**src/rtl/demux_16b_1to2_reg.sv**
```systemverilog
// Registered 1-to-2 demultiplexer: steers one WIDTH-bit stream to port 0 or port 1 per in_sel.
// Latency: one cycle from an accepted input to outN_valid/outN_data; 1 word/cycle per port sustained.
// Backpressure: in_ready reflects only the addressed port (reload-in-place when that port drains).
//
// Optional feature macro: DEMUX_STATS_EN adds cnt0/cnt1 completed-transfer counters.
//
// Ports:
//   clk, rst                     clock and synchronous active-high reset
//   in_data/in_sel/in_valid      producer side; in_ready is combinational from in_sel and port state
//   out0_data/out0_valid/out0_ready   port 0 holding register and handshake
//   out1_data/out1_valid/out1_ready   port 1 holding register and handshake
//   cnt0, cnt1                   [DEMUX_STATS_EN] per-port completed-transfer counts, 16-bit wrap
module demux_16b_1to2_reg #(
    parameter int WIDTH = 16
) (
    input  logic             clk,
    input  logic             rst,
    input  logic [WIDTH-1:0] in_data,
    input  logic             in_sel,
    input  logic             in_valid,
    output logic             in_ready,
    output logic [WIDTH-1:0] out0_data,
    output logic             out0_valid,
    input  logic             out0_ready,
    output logic [WIDTH-1:0] out1_data,
    output logic             out1_valid,
    input  logic             out1_ready
`ifdef DEMUX_STATS_EN
    ,
    output logic [15:0]      cnt0,
    output logic [15:0]      cnt1
`endif
);

    typedef enum logic {
        EMPTY = 1'b0,
        FULL  = 1'b1
    } port_state_t;

    port_state_t state0;
    port_state_t state1;

    logic load0;
    logic load1;

    assign out0_valid = (state0 == FULL);
    assign out1_valid = (state1 == FULL);

    // A port can take a word when it is empty or is being drained this same cycle.
    assign in_ready = in_sel ? (!out1_valid || out1_ready)
                             : (!out0_valid || out0_ready);

    assign load0 = in_valid && in_ready && !in_sel;
    assign load1 = in_valid && in_ready &&  in_sel;

    // Both per-port FSMs live in one block; data registers only move on a load,
    // so a held word stays stable while the consumer stalls.
    always_ff @(posedge clk) begin
        if (rst) begin
            state0    <= EMPTY;
            state1    <= EMPTY;
            out0_data <= '0;
            out1_data <= '0;
        end else begin
            if (load0) begin
                state0    <= FULL;
                out0_data <= in_data;
            end else if (out0_ready) begin
                state0 <= EMPTY;
            end

            if (load1) begin
                state1    <= FULL;
                out1_data <= in_data;
            end else if (out1_ready) begin
                state1 <= EMPTY;
            end
        end
    end

`ifdef DEMUX_STATS_EN
    // Reset has priority, so a handshake coinciding with rst is not counted.
    always_ff @(posedge clk) begin
        if (rst) begin
            cnt0 <= '0;
            cnt1 <= '0;
        end else begin
            if (out0_valid && out0_ready) cnt0 <= cnt0 + 16'd1;
            if (out1_valid && out1_ready) cnt1 <= cnt1 + 16'd1;
        end
    end
`endif

endmodule

```
**config.mk**
```make
export PLATFORM = sky130hd
export DESIGN_NAME = demux_16b_1to2_reg
export DESIGN_NICKNAME = d
export VERILOG_FILES = /design/src/rtl/demux_16b_1to2_reg.sv
export SDC_FILE = /design/constraint.sdc
export NUM_CORES = 1
export LEC_CHECK = 0
export CAP_MARGIN = 20
export CORE_ASPECT_RATIO = 0.7
export CORE_MARGIN = 3
export CORE_UTILIZATION = 43
export DETAILED_ROUTE_END_ITERATION = 10
export PLACE_DENSITY = 0.87
export SYNTH_ARGS = -nofsm -noshare
export SYNTH_HDL_FRONTEND = slang
export SYNTH_SLANG_ARGS = --single-unit
```
**constraint.sdc**
```tcl
create_clock -name clk -period 1.1 [get_ports clk]
set_clock_uncertainty 0.05 [all_clocks]
set_input_delay 0.275 -clock clk [delete_from_list [all_inputs] [get_ports clk]]
set_output_delay 0.275 -clock clk [all_outputs]
set_load 0.1 [all_outputs]
```
Fig. 1: cell outlines without signal wires
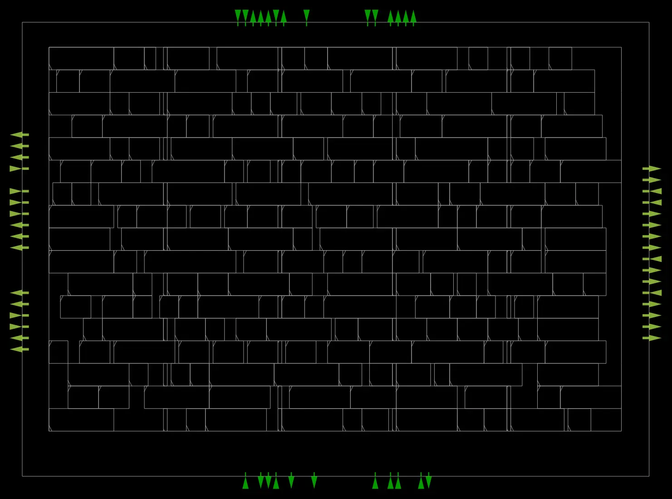
number of filler instances in the final layout: 138
Cell Count, Final, Fillers Out: 255
area of the placeable core: 0.00319 mm^2
final core utilization: 0.885

Fig. 2: pin map
(6 px per um) Pins as bars across the die edge, other pins in gray.
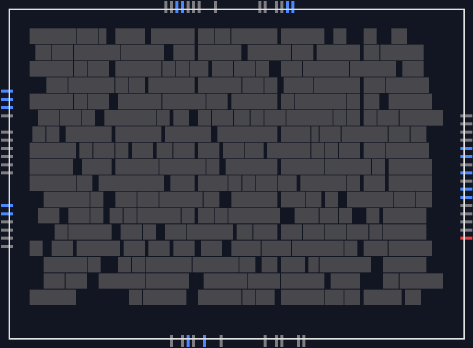
- red: out1_valid (pins 1; direction output; edge right)
- blue: out0_data (pins 16; direction output; edge 5 right, 5 left, 4 top, 2 bottom)
- all pins by edge: 16 left, 16 right, 14 top, 11 bottom

Fig. 3: I/O nets highlighted
(4 px per um)
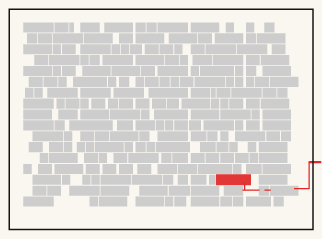
- red: out1_valid (bits 1; direction output; end cells 1; buffers 2; wire 17.8 um)

Fig. 4: routed metal, one color a layer
(4 px per um) Only two layers are drawn.
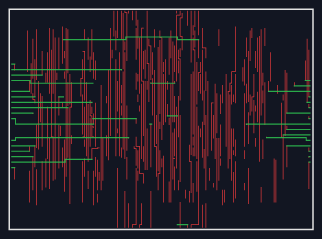
- green: M3 (wire length 322 um)
- red: M2 (wire length 2,450 um)

==> flow_summary.rst <==
Physical design figures
=======================

.. list-table::
   :header-rows: 1

   * - Metric
     - Value
   * - Status
     - finished, violations left
   * - Violated checks
     - setup timing
   * - Cell class with the largest area share
     - non-clock buffers
   * - Maxcap violations
     - 0
   * - R2R depth
     - 5
   * - Portion of the layout cell area used by non-clock buffers
     - 0.411
   * - Number of placed I/O pins
     - 57
   * - Register bit total from synthesis
     - 34
   * - Per-instance average area after synthesis
     - 11.1 um^2
   * - Top cell area share
     - 0.467
   * - Critical path required time
     - 770 ps
   * - Post-synthesis share of cell area spent on and, or, nand and nor gates
     - 0.259
   * - Clk latency late pin
     - 290 ps
   * - Distinct cell type count of the synthesized netlist
     - 13
   * - Area share of and-or/or-and cells after synthesis
     - 0.00687
   * - PnR worst setup slack
     - -377 ps
   * - Leakage power
     - 1.23 nW
   * - Share of final-layout standard cells stronger than drive strength 1
     - 0.525
   * - Area growth from synthesis to layout
     - 94.0%
   * - Count of TritonRoute iterations in the first routing pass
     - 4
   * - Most instantiated logic cells after routing
     - 48 x sky130_fd_sc_hd__nand2b_1, 36 x sky130_fd_sc_hd__buf_12, 31 x sky130_fd_sc_hd__mux2i_1
   * - Setup violators final
     - 59
==> metal layers <==
metal / routed length, um / track usage / up-vias
met1: 1840 / 0.264 / 600
li1: - / - / 605
met4: 72 / 0.0698 / 0
met5: 0 / 0 / -
met3: 321 / 0.0844 / 8
met2: 2450 / 0.421 / 40
==> stage by stage <==
step	TNS (ps)	utilization	area (um^2)	total power, mW
2_1_floorplan	-2380	-	1510	2.04
6_report	-3490	0.885	2830	3.66
3_3_place_gp	-15100	0.778	2480	2.45
3_5_place_dp	-16220	0.778	2480	2.48
4_1_cts	-3120	0.862	2750	3.64
5_1_grt	-5610	0.885	2830	3.79
==> sequential cells by signal (all words and copies together) (netlist names) <==
| signal | flops |
|---|---|
| out0_data | 16 |
| out0_valid | 1 |
| out1_data | 16 |
| out1_valid | 1 |
No activity file was given, so power comes from the tool's default toggle rates.
